[src/rtl/apb_scan_if.sv]
`default_nettype none
// ============================================================================
//  Module   : apb_scan_if
//  Purpose  : APB bus bundle between the upstream I2C->APB bridge (master)
//             and the scan-chain controller (slave).
//  Signals  : psel, penable, pwrite, paddr[PADDR_WL], pwdata[PDATA_WL]
//             (master -> slave); prdata[PDATA_WL], pready (slave -> master)
//  Modports : master, slave
//  Revision : 1.0  initial release
// ============================================================================
interface apb_scan_if #(
    parameter int PADDR_WL = 8,
    parameter int PDATA_WL = 8
);
    logic                psel;
    logic                penable;
    logic                pwrite;
    logic [PADDR_WL-1:0] paddr;
    logic [PDATA_WL-1:0] pwdata;
    logic [PDATA_WL-1:0] prdata;
    logic                pready;

    modport master (
        output psel, penable, pwrite, paddr, pwdata,
        input  prdata, pready
    );

    modport slave (
        input  psel, penable, pwrite, paddr, pwdata,
        output prdata, pready
    );
endinterface
`default_nettype wire

[src/rtl/apb_scan_ctrl.sv]
`default_nettype none
// ============================================================================
//  Module   : apb_scan_ctrl
//  Purpose  : APB-slave scan-chain controller. A host loads a shift buffer,
//             chain length and phase divider, then writes START. The block
//             optionally pulses a capture strobe, shifts the buffer out LSB
//             first on scan_out while capturing scan_in into the top of the
//             active window, and optionally pulses an update strobe.
//  Ports    : clk           system clock (rising edge)
//             reset_b       synchronous active-low reset
//             apb           APB slave bundle (apb_scan_if.slave)
//             scan_clk      scan chain clock
//             scan_enable   high during the shift phase
//             scan_out      serial data to the chain (registered)
//             scan_in       serial data from the chain
//             scan_capture  capture strobe
//             scan_update   update strobe
//  Options  : SCAN_STROBE_EN  when defined, the CAPT/UPD states, the strobe
//             outputs and the CTRL CAP/UPD bits exist; otherwise the strobes
//             are tied low and CAP/UPD read 0.
//  Map      : 0x00 CTRL, 0x01 STATUS, 0x02 LEN, 0x03 DIV, 0x10+i DATA[i]
//  Revision : 1.0  initial release
// ============================================================================
module apb_scan_ctrl #(
    parameter int PADDR_WL  = 8,
    parameter int PDATA_WL  = 8,
    parameter int BUF_BYTES = 4
) (
    input  logic      clk,
    input  logic      reset_b,
    apb_scan_if.slave apb,
    output logic      scan_clk,
    output logic      scan_enable,
    output logic      scan_out,
    input  logic      scan_in,
    output logic      scan_capture,
    output logic      scan_update
);

    localparam int c_BUF_BITS  = BUF_BYTES * 8;
    localparam int c_BCW       = $clog2(c_BUF_BITS + 1);
    localparam int c_DATA_BASE = 16;

    localparam logic [PADDR_WL-1:0] c_ADDR_CTRL = PADDR_WL'(0);
    localparam logic [PADDR_WL-1:0] c_ADDR_STAT = PADDR_WL'(1);
    localparam logic [PADDR_WL-1:0] c_ADDR_LEN  = PADDR_WL'(2);
    localparam logic [PADDR_WL-1:0] c_ADDR_DIV  = PADDR_WL'(3);

    typedef enum logic [2:0] {
        S_IDLE = 3'd0,
        S_CAPT = 3'd1,
        S_LO   = 3'd2,
        S_HI   = 3'd3,
        S_UPD  = 3'd4
    } state_t;

    // ------------------------------------------------------------------
    // Registers
    // ------------------------------------------------------------------
    state_t                  r_state;
    logic                    r_capt_hi;     // second half of CAPT (scan_clk high)
    logic [7:0]              r_div_cnt;
    logic [c_BCW-1:0]        r_bit_cnt;
    logic                    r_scan_clk;
    logic                    r_scan_en;
    logic                    r_scan_out;
    logic                    r_scan_cap;
    logic                    r_scan_upd;
    logic                    r_busy;
    logic                    r_done;
    logic                    r_err;
    logic [7:0]              r_len;
    logic [7:0]              r_div;
    logic [c_BUF_BITS-1:0]   r_buf;

    // ------------------------------------------------------------------
    // Combinational signals
    // ------------------------------------------------------------------
    state_t                  w_state_nxt;
    logic                    w_capt_hi_nxt;
    logic [7:0]              w_div_cnt_nxt;
    logic [c_BCW-1:0]        w_bit_cnt_nxt;
    logic                    w_scan_clk_nxt;
    logic                    w_scan_en_nxt;
    logic                    w_scan_cap_nxt;
    logic                    w_scan_upd_nxt;
    logic                    w_load_out;
    logic                    w_shift;
    logic                    w_run_end;
    logic                    w_phase_last;
    logic                    w_last_bit;
    logic                    w_wr;
    logic                    w_wr_ctrl;
    logic                    w_wr_stat;
    logic                    w_wr_len;
    logic                    w_wr_div;
    logic [BUF_BYTES-1:0]    w_data_hit;
    logic                    w_len_ok;
    logic                    w_start_req;
    logic                    w_start_ok;
    logic                    w_start_err;
    logic                    w_cap_bit;
    logic                    w_upd_bit;
    logic                    w_cap_go;
    logic [c_BUF_BITS-1:0]   w_buf_rsh;
    logic [c_BUF_BITS-1:0]   w_buf_shift;
    logic [PDATA_WL-1:0]     w_rdata;

    // ------------------------------------------------------------------
    // APB decode
    // ------------------------------------------------------------------
    assign w_wr      = apb.psel & apb.penable & apb.pwrite;
    assign w_wr_ctrl = w_wr && (apb.paddr == c_ADDR_CTRL);
    assign w_wr_stat = w_wr && (apb.paddr == c_ADDR_STAT);
    assign w_wr_len  = w_wr && (apb.paddr == c_ADDR_LEN);
    assign w_wr_div  = w_wr && (apb.paddr == c_ADDR_DIV);

    for (genvar gi = 0; gi < BUF_BYTES; gi++) begin : g_data_hit
        assign w_data_hit[gi] = (apb.paddr == PADDR_WL'(c_DATA_BASE + gi));
    end

    assign w_len_ok    = (r_len != 8'd0) && (int'(r_len) <= c_BUF_BITS);
    // START while a run is active is dropped silently (no ERR).
    assign w_start_req = w_wr_ctrl && apb.pwdata[0] && !r_busy;
    assign w_start_ok  = w_start_req && w_len_ok;
    assign w_start_err = w_start_req && !w_len_ok;

    // ------------------------------------------------------------------
    // Optional capture/update strobe configuration bits
    // ------------------------------------------------------------------
`ifdef SCAN_STROBE_EN
    logic r_cap;
    logic r_upd;

    always_ff @(posedge clk) begin
        if (!reset_b) begin
            r_cap <= 1'b0;
            r_upd <= 1'b0;
        end else if (w_wr_ctrl && !r_busy) begin
            r_cap <= apb.pwdata[1];
            r_upd <= apb.pwdata[2];
        end
    end

    assign w_cap_bit = r_cap;
    assign w_upd_bit = r_upd;
    // The START write carries its own CAP bit, so the branch into CAPT
    // uses the bus value rather than the not-yet-updated register.
    assign w_cap_go  = apb.pwdata[1];
`else
    assign w_cap_bit = 1'b0;
    assign w_upd_bit = 1'b0;
    assign w_cap_go  = 1'b0;
`endif

    // ------------------------------------------------------------------
    // Shift datapath: only buf[LEN-1:0] moves; scan_in enters at LEN-1.
    // ------------------------------------------------------------------
    assign w_buf_rsh = r_buf >> 1;

    always_comb begin
        w_buf_shift = r_buf;
        for (int i = 0; i < c_BUF_BITS; i++) begin
            if (i < int'(r_len) - 1) begin
                w_buf_shift[i] = w_buf_rsh[i];
            end else if (i == int'(r_len) - 1) begin
                w_buf_shift[i] = scan_in;
            end
        end
    end

    // ------------------------------------------------------------------
    // FSM: next state, counters and next-cycle output values
    // ------------------------------------------------------------------
    assign w_phase_last = (r_div_cnt == r_div);
    assign w_last_bit   = ((int'(r_bit_cnt) + 1) == int'(r_len));

    always_comb begin
        w_state_nxt   = r_state;
        w_capt_hi_nxt = r_capt_hi;
        w_div_cnt_nxt = r_div_cnt;
        w_bit_cnt_nxt = r_bit_cnt;
        w_load_out    = 1'b0;
        w_shift       = 1'b0;
        w_run_end     = 1'b0;

        case (r_state)
            S_IDLE: begin
                if (w_start_ok) begin
                    w_div_cnt_nxt = 8'd0;
                    w_bit_cnt_nxt = '0;
                    w_capt_hi_nxt = 1'b0;
                    if (w_cap_go) begin
                        w_state_nxt = S_CAPT;
                    end else begin
                        w_state_nxt = S_LO;
                        w_load_out  = 1'b1;
                    end
                end
            end
            S_CAPT: begin
                if (w_phase_last) begin
                    w_div_cnt_nxt = 8'd0;
                    if (!r_capt_hi) begin
                        w_capt_hi_nxt = 1'b1;
                    end else begin
                        w_state_nxt = S_LO;
                        w_load_out  = 1'b1;
                    end
                end else begin
                    w_div_cnt_nxt = r_div_cnt + 8'd1;
                end
            end
            S_LO: begin
                if (w_phase_last) begin
                    // Sample scan_in one clk before scan_clk rises.
                    w_shift       = 1'b1;
                    w_div_cnt_nxt = 8'd0;
                    w_state_nxt   = S_HI;
                end else begin
                    w_div_cnt_nxt = r_div_cnt + 8'd1;
                end
            end
            S_HI: begin
                if (w_phase_last) begin
                    w_div_cnt_nxt = 8'd0;
                    w_bit_cnt_nxt = r_bit_cnt + c_BCW'(1);
                    if (w_last_bit) begin
                        if (w_upd_bit) begin
                            w_state_nxt = S_UPD;
                        end else begin
                            w_state_nxt = S_IDLE;
                            w_run_end   = 1'b1;
                        end
                    end else begin
                        // Buffer already shifted, so buf[0] is the next bit.
                        w_state_nxt = S_LO;
                        w_load_out  = 1'b1;
                    end
                end else begin
                    w_div_cnt_nxt = r_div_cnt + 8'd1;
                end
            end
            S_UPD: begin
                if (w_phase_last) begin
                    w_div_cnt_nxt = 8'd0;
                    w_state_nxt   = S_IDLE;
                    w_run_end     = 1'b1;
                end else begin
                    w_div_cnt_nxt = r_div_cnt + 8'd1;
                end
            end
            default: begin
                w_state_nxt = S_IDLE;
            end
        endcase

        // Outputs are registered from the next state so they change on
        // the same edge as the state and never glitch.
        w_scan_clk_nxt = (w_state_nxt == S_HI) ||
                         ((w_state_nxt == S_CAPT) && w_capt_hi_nxt);
        w_scan_en_nxt  = (w_state_nxt == S_LO) || (w_state_nxt == S_HI);
`ifdef SCAN_STROBE_EN
        w_scan_cap_nxt = (w_state_nxt == S_CAPT);
        w_scan_upd_nxt = (w_state_nxt == S_UPD);
`else
        w_scan_cap_nxt = 1'b0;
        w_scan_upd_nxt = 1'b0;
`endif
    end

    always_ff @(posedge clk) begin
        if (!reset_b) begin
            r_state    <= S_IDLE;
            r_capt_hi  <= 1'b0;
            r_div_cnt  <= 8'd0;
            r_bit_cnt  <= '0;
            r_scan_clk <= 1'b0;
            r_scan_en  <= 1'b0;
            r_scan_out <= 1'b0;
            r_scan_cap <= 1'b0;
            r_scan_upd <= 1'b0;
        end else begin
            r_state    <= w_state_nxt;
            r_capt_hi  <= w_capt_hi_nxt;
            r_div_cnt  <= w_div_cnt_nxt;
            r_bit_cnt  <= w_bit_cnt_nxt;
            r_scan_clk <= w_scan_clk_nxt;
            r_scan_en  <= w_scan_en_nxt;
            r_scan_cap <= w_scan_cap_nxt;
            r_scan_upd <= w_scan_upd_nxt;
            if (w_load_out) begin
                r_scan_out <= r_buf[0];
            end
        end
    end

    // ------------------------------------------------------------------
    // Register file and shift buffer
    // ------------------------------------------------------------------
    always_ff @(posedge clk) begin
        if (!reset_b) begin
            r_busy <= 1'b0;
            r_done <= 1'b0;
            r_err  <= 1'b0;
            r_len  <= 8'd8;
            r_div  <= 8'd0;
            r_buf  <= '0;
        end else begin
            if (w_start_ok) begin
                r_busy <= 1'b1;
            end else if (w_run_end) begin
                r_busy <= 1'b0;
            end

            // Completion beats a same-cycle write-1-to-clear.
            if (w_run_end) begin
                r_done <= 1'b1;
            end else if (w_start_ok || (w_wr_stat && apb.pwdata[1])) begin
                r_done <= 1'b0;
            end

            if (w_start_err) begin
                r_err <= 1'b1;
            end else if (w_start_ok || (w_wr_stat && apb.pwdata[2])) begin
                r_err <= 1'b0;
            end

            if (w_wr_len && !r_busy) begin
                r_len <= apb.pwdata;
            end
            if (w_wr_div && !r_busy) begin
                r_div <= apb.pwdata;
            end

            // Shifting only happens while busy, when data writes are locked.
            if (w_shift) begin
                r_buf <= w_buf_shift;
            end else if (w_wr && !r_busy) begin
                for (int i = 0; i < BUF_BYTES; i++) begin
                    if (w_data_hit[i]) begin
                        r_buf[8*i +: 8] <= apb.pwdata;
                    end
                end
            end
        end
    end

    // ------------------------------------------------------------------
    // Read mux (zero-wait, combinational, 0 when not selected)
    // ------------------------------------------------------------------
    always_comb begin
        w_rdata = '0;
        if (apb.psel) begin
            case (apb.paddr)
                c_ADDR_CTRL: w_rdata = {5'b0, w_upd_bit, w_cap_bit, 1'b0};
                c_ADDR_STAT: w_rdata = {5'b0, r_err, r_done, r_busy};
                c_ADDR_LEN:  w_rdata = r_len;
                c_ADDR_DIV:  w_rdata = r_div;
                default: begin
                    for (int i = 0; i < BUF_BYTES; i++) begin
                        if (w_data_hit[i]) begin
                            w_rdata = r_buf[8*i +: 8];
                        end
                    end
                end
            endcase
        end
    end

    assign apb.prdata   = w_rdata;
    assign apb.pready   = 1'b1;

    assign scan_clk     = r_scan_clk;
    assign scan_enable  = r_scan_en;
    assign scan_out     = r_scan_out;
    assign scan_capture = r_scan_cap;
    assign scan_update  = r_scan_upd;

endmodule
`default_nettype wire

[src/flat_wrapper.sv]
// flat-port wrapper written by rule: the top's interface ports become plain ports
module apb_scan_ctrl_flat 
#(
    parameter int PADDR_WL  = 8,
    parameter int PDATA_WL  = 8,
    parameter int BUF_BYTES = 4
)
  (clk, reset_b, scan_clk, scan_enable, scan_out, scan_in, scan_capture, scan_update, apb_psel, apb_penable, apb_pwrite, apb_paddr, apb_pwdata, apb_prdata, apb_pready);
  apb_scan_if #(.PADDR_WL(PADDR_WL), .PDATA_WL(PDATA_WL)) apb_i ();
  input  logic clk;
  input  logic reset_b;
  output logic scan_clk;
  output logic scan_enable;
  output logic scan_out;
  input  logic scan_in;
  output logic scan_capture;
  output logic scan_update;
  input wire logic [$bits(apb_i.psel)-1:0] apb_psel;
  input wire logic [$bits(apb_i.penable)-1:0] apb_penable;
  input wire logic [$bits(apb_i.pwrite)-1:0] apb_pwrite;
  input wire logic [$bits(apb_i.paddr)-1:0] apb_paddr;
  input wire logic [$bits(apb_i.pwdata)-1:0] apb_pwdata;
  output wire logic [$bits(apb_i.prdata)-1:0] apb_prdata;
  output wire logic [$bits(apb_i.pready)-1:0] apb_pready;
  assign apb_i.psel = apb_psel;
  assign apb_i.penable = apb_penable;
  assign apb_i.pwrite = apb_pwrite;
  assign apb_i.paddr = apb_paddr;
  assign apb_i.pwdata = apb_pwdata;
  assign apb_prdata = apb_i.prdata;
  assign apb_pready = apb_i.pready;
  apb_scan_ctrl #(.PADDR_WL(PADDR_WL), .PDATA_WL(PDATA_WL), .BUF_BYTES(BUF_BYTES)) u_core (.clk(clk), .reset_b(reset_b), .apb(apb_i), .scan_clk(scan_clk), .scan_enable(scan_enable), .scan_out(scan_out), .scan_in(scan_in), .scan_capture(scan_capture), .scan_update(scan_update));
endmodule
[config.mk]
export PLATFORM = sky130hd
export DESIGN_NAME = apb_scan_ctrl_flat
export DESIGN_NICKNAME = d
export VERILOG_FILES = /design/src/rtl/apb_scan_if.sv /design/src/rtl/apb_scan_ctrl.sv /design/src/flat_wrapper.sv
export SDC_FILE = /design/constraint.sdc
export NUM_CORES = 1
export LEC_CHECK = 0
export CAP_MARGIN = 0
export CORE_UTILIZATION = 40
export CTS_CLUSTER_SIZE = 40
export DETAILED_ROUTE_END_ITERATION = 12
export SETUP_SLACK_MARGIN = 0.4
export SYNTH_ARGS = -nofsm -noshare
export SYNTH_HDL_FRONTEND = slang
export SYNTH_SLANG_ARGS = --single-unit
export TNS_END_PERCENT = 1
[constraint.sdc]
create_clock -name clk -period 2.94 [get_ports clk]
set_input_delay 0.294 -clock clk [delete_from_list [all_inputs] [get_ports clk]]
set_output_delay 0.294 -clock clk [all_outputs]
set_load 0.02 [all_outputs]
==> impl_metrics.json, run 1 <==
{
  "yosys.cell_types.count": 73,
  "cts_tree": "yes",
  "grt_remaining_overflow": 0,
  "setup_viol": 0,
  "fmax_mhz": 365,
  "p_comb_w": 0.000407,
  "post_cts_buffers": 4,
  "p_int_w": 0.00181,
  "synth_dominant_cell_count": "nand2_1",
  "hold_viol": 0,
  "core_area_mm2": 0.0129,
  "timing.hold.ws_ps": 461,
  "topCellsByArea": "dfxtp_1, a21oi_1, nand2_1, nor2_1, mux2i_1",
  "ys_sh_mux": 0.0498,
  "synth_cells": 723,
  "n_antenna_cell": 0,
  "endpoint_kind": "register",
  "top_power_group": "clock",
  "n_all_buffers": 107,
  "ys_cells": 723,
  "warning_count": 32,
  "p_sw_frac": 0.288,
  "largestClassByArea": "multi-input combinational cells",
  "xor_area_frac": 0.0514,
  "pre_cts_slack_ps": -160,
  "htreeDepth": 3,
  "grt-busiest-layer": "met2",
  "slowest_delay_ps": 510,
  "top_layer": "met4",
  "nFillCells": 1269,
  "total_power_w": 0.00254,
  "finalWeightedCongestion": 0.908,
  "status": "complete, no violations",
  "synth.avg_cell_area_um2": 7.44,
  "largest_reg_flops": 32,
  "synth_area_leader_cell": "dfxtp_1"
}
run_1/zoom.png
Region (73, 14) to (103, 44) µm. Cells in grey, sequential cells in the stronger grey; small squares are vias.
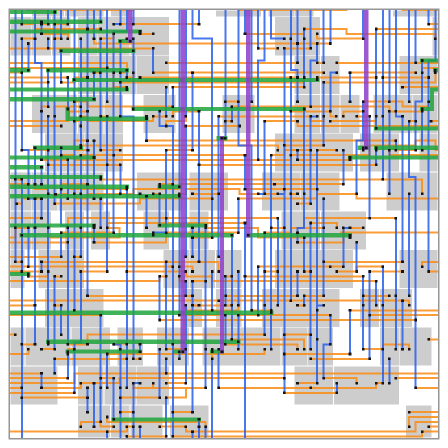
- met3: green
- met1: orange
- met4: purple
- met2: blue
- cells with their middle in the window: 73
- most frequent: nand2_1 (9), buf_4 (8)
- sequential cells in the window: 0

run_1/registers.png
Bar = 20 µm. Other sequential cells in the stronger grey, the rest of the logic in the fainter grey.
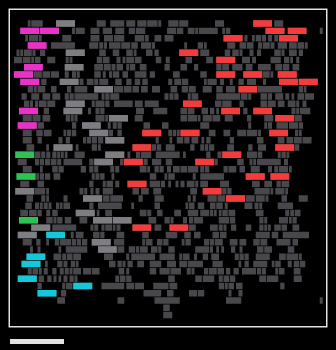
- u_core.r_state: green (flops 3)
- u_core.r_bit_cnt: cyan (flops 6; where lower left)
- u_core.r_buf: red (flops 32)
- u_core.r_div_cnt: magenta (flops 8; where upper left)
- not coloured: 23
fin util: 0.528
Flop+latch power: 0.00105 W
FF/Latch Area: 0.00144 mm²
flop share of the area: 0.212

run_1/clock_map.png
Bar = 20 µm.
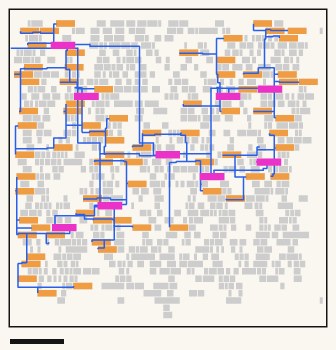
- clock wires: blue (length 1070 µm)
- flip-flops: orange (count 72)
- cells driving clock nets: magenta (count 9)
- routed clock nets: 10
clock group power: 0.00108 W
Clock power frac: 0.426
Worst-Skew Late Latency: 340 ps

==> run 1 -> run 2 <==
Settings changed: CTS_CLUSTER_SIZE 40 to 28.
run_2/final_clocks.png
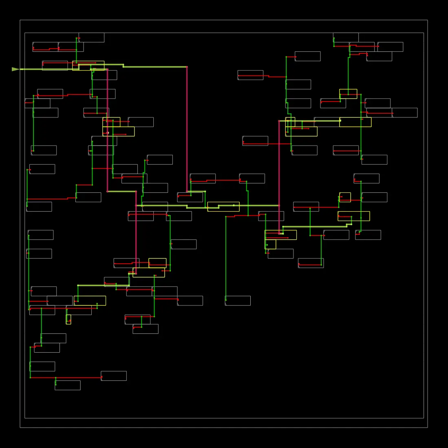
number of clock buffers in the layout: 13
flop count: 72
total CTS buffers: 9
clock net sink count: 72
Final Skew: 4.40 ps

==> impl_metrics.json, run 2 <==
{
  "timing.hold.ws_ps": 461,
  "endpoint_kind": "register",
  "core_area_mm2": 0.0129,
  "clock_area_frac": 0.0434,
  "p_sw_frac": 0.288,
  "yosys.cell_types.count": 73,
  "synth_area_leader_cell": "dfxtp_1",
  "dieArea_mm2": 0.0139,
  "die_h_um": 118,
  "power_density_mw_per_mm2": 373,
  "netSwitchingPower_w": 0.000731,
  "nWellTaps": 172,
  "met1_length_um": 8900,
  "slowest_delay_ps": 510,
  "ys_cells": 723,
  "post_cts_buffers": 4,
  "grt-busiest-layer": "met2",
  "ys_ff": 72,
  "largestClassByArea": "multi-input combinational cells",
  "clk-power_w": 0.00108,
  "pg_seq_w": 0.00105,
  "p_int_w": 0.00181,
  "synth.avg_cell_area_um2": 7.44,
  "row_count": 41,
  "cts_tree": "yes",
  "htreeDepth": 3,
  "largest_reg_flops": 32,
  "clkTransAtPathRegs_ps": 60,
  "pre_cts_slack_ps": -160,
  "ys_sh_mux": 0.0498,
  "grt_remaining_overflow": 0,
  "clkPwrFrac": 0.426,
  "p_comb_w": 0.000407,
  "fmax_mhz": 365,
  "worstMarginPinSlew_ps": 776,
  "topCellsByArea": "dfxtp_1, a21oi_1, nand2_1, nor2_1, mux2i_1",
  "seq_area_mm2": 0.00144,
  "nFillCells": 1269,
  "area_growth_pct": 26.4,
  "irDropWorstVdd_mv": 0.406,
  "top_power_group": "clock",
  "hold_path_class": "reg -> reg",
  "n_antenna_cell": 0,
  "synth_cells": 723,
  "sh_seq_area": 0.212,
  "timing.critical_path.buf_inv": 1,
  "sh_comb_area": 0.574,
  "status": "complete, no violations",
  "setup_viol": 0,
  "worstSkewPairLatency_ps": 340,
  "top_layer": "met4",
  "total_power_w": 0.00254,
  "max_slew_margin": 0.476,
  "n_all_buffers": 107,
  "yosys.area_share.adder": 0.0140,
  "flop_cell": "dfxtp_1",
  "finalWeightedCongestion": 0.908,
  "post-route-util": 0.528,
  "synth_dominant_cell_count": "nand2_1",
  "warning_count": 32
}
run_2/registers.png
Bar = 20 µm. Other sequential cells in the stronger grey, the rest of the logic in the fainter grey.
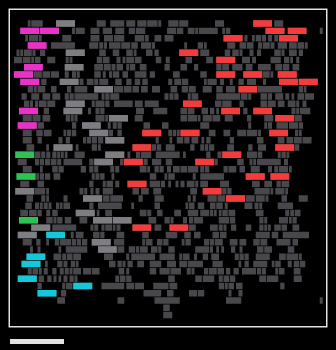
- u_core.r_bit_cnt: cyan (flops 6; where lower left)
- u_core.r_state: green (flops 3)
- u_core.r_div_cnt: magenta (flops 8; where upper left)
- u_core.r_buf: red (flops 32)
- not coloured: 23

==> run 2 -> run 3 <==
Settings changed: CELL_PAD_IN_SITES_DETAIL_PLACEMENT set to 1, CELL_PAD_IN_SITES_GLOBAL_PLACEMENT set to 1, PLACE_DENSITY_LB_ADDON set to 0.1, SKIP_CTS_REPAIR_TIMING set to 1.
Clock period 2.94 ns to 3 ns, I/O delays scaled along.
run_3/drive_strength.png
Bar = 20 µm.
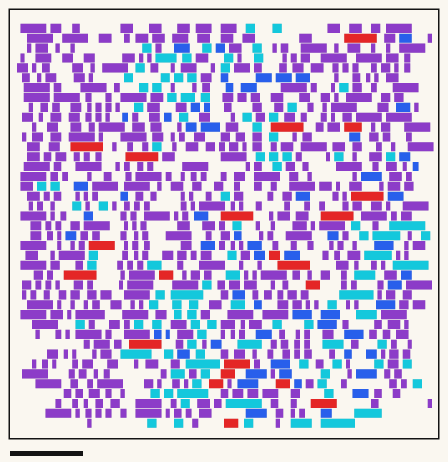
- drive 1 or less: purple (cells 617; share 77%)
- drive 6 and up: red (cells 21; share 2.6%)
- drive 3 to 4: cyan (cells 104; share 13%)
- drive 2: blue (cells 59; share 7.4%)
final worst slack: 240 ps
P&R area growth vs syn: 31.6%
Plain + repair buffers: 117
cell area after layout: 0.00708 mm²

==> impl_metrics.json, run 3 <==
{
  "grt_max_degree": 43,
  "worstMarginPinSlew_ps": 891,
  "hold_path_class": "reg -> reg",
  "cts_sinks": 72,
  "flop_cell": "dfxtp_1",
  "cts_tree": "yes",
  "htreeDepth": 3,
  "slowest_delay_ps": 500,
  "ys_cells": 723,
  "grt_remaining_overflow": 0,
  "post-route-util": 0.550,
  "row_count": 41,
  "clock_area_frac": 0.0389,
  "synth_cells": 723,
  "logic_gate_count": 587,
  "finalWeightedCongestion": 0.969,
  "p_sw_frac": 0.306,
  "timing.critical_path.buf_inv": 3,
  "synth_seq_share": 0.268,
  "status": "complete, no violations",
  "tritoncts.num_buffers": 9,
  "bufAreaShareNonClock": 0.146,
  "fin_crit_sh": 0.920,
  "seq_area_mm2": 0.00145,
  "crit_type": "reg -> reg",
  "fmax_mhz": 362,
  "pg_seq_w": 0.00103,
  "top_layer": "met4",
  "synth.avg_cell_area_um2": 7.44,
  "setup_viol": 0,
  "synth_dominant_cell_count": "nand2_1",
  "n_antenna_cell": 0,
  "layout.cells.non_filler": 973,
  "ys_ff": 72,
  "max_slew_margin": 0.401,
  "irDropWorstVdd_mv": 0.299,
  "grt-busiest-layer": "met2",
  "flops": 72,
  "clockBufferCount": 12,
  "p_int_w": 0.00173,
  "clkTransAtPathRegs_ps": 60,
  "warning_count": 31,
  "largestClassByArea": "multi-input combinational cells",
  "dieArea_mm2": 0.0139,
  "endpoint_kind": "register",
  "met1_length_um": 9510,
  "timing.hold.ws_ps": 483,
  "crit_path_start_kind": "register",
  "ys_sh_mux": 0.0498,
  "seq_power_share": 0.410,
  "power_density_mw_per_mm2": 353,
  "netSwitchingPower_w": 0.000765,
  "die_h_um": 118,
  "yosys.area_share.adder": 0.0140,
  "nWellTaps": 172,
  "pre_cts_slack_ps": -167,
  "topCellsByArea": "dfxtp_1, a21oi_1, nand2_1, nor2_1, mux2i_1",
  "p_comb_w": 0.000431,
  "slowest_stage": "or4_4",
  "synth_area_leader_cell": "dfxtp_1",
  "largest_reg_flops": 32,
  "core_area_mm2": 0.0129,
  "top_power_group": "clock",
  "yosys.cell_types.count": 73,
  "sh_seq_area": 0.204,
  "sh_comb_area": 0.576
}
run_3/final_clocks.png
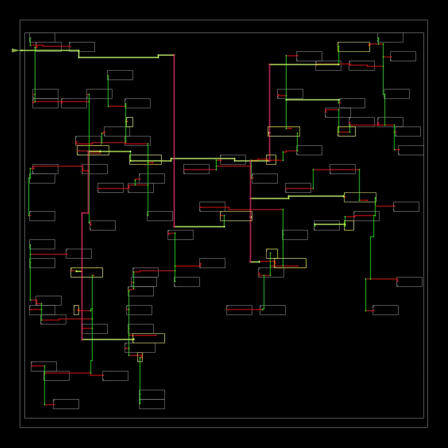
clock group power: 0.00104 W
Final Skew: 5.80 ps
Worst-Skew Late Latency: 350 ps

Power is estimated from default activity; no workload was simulated.
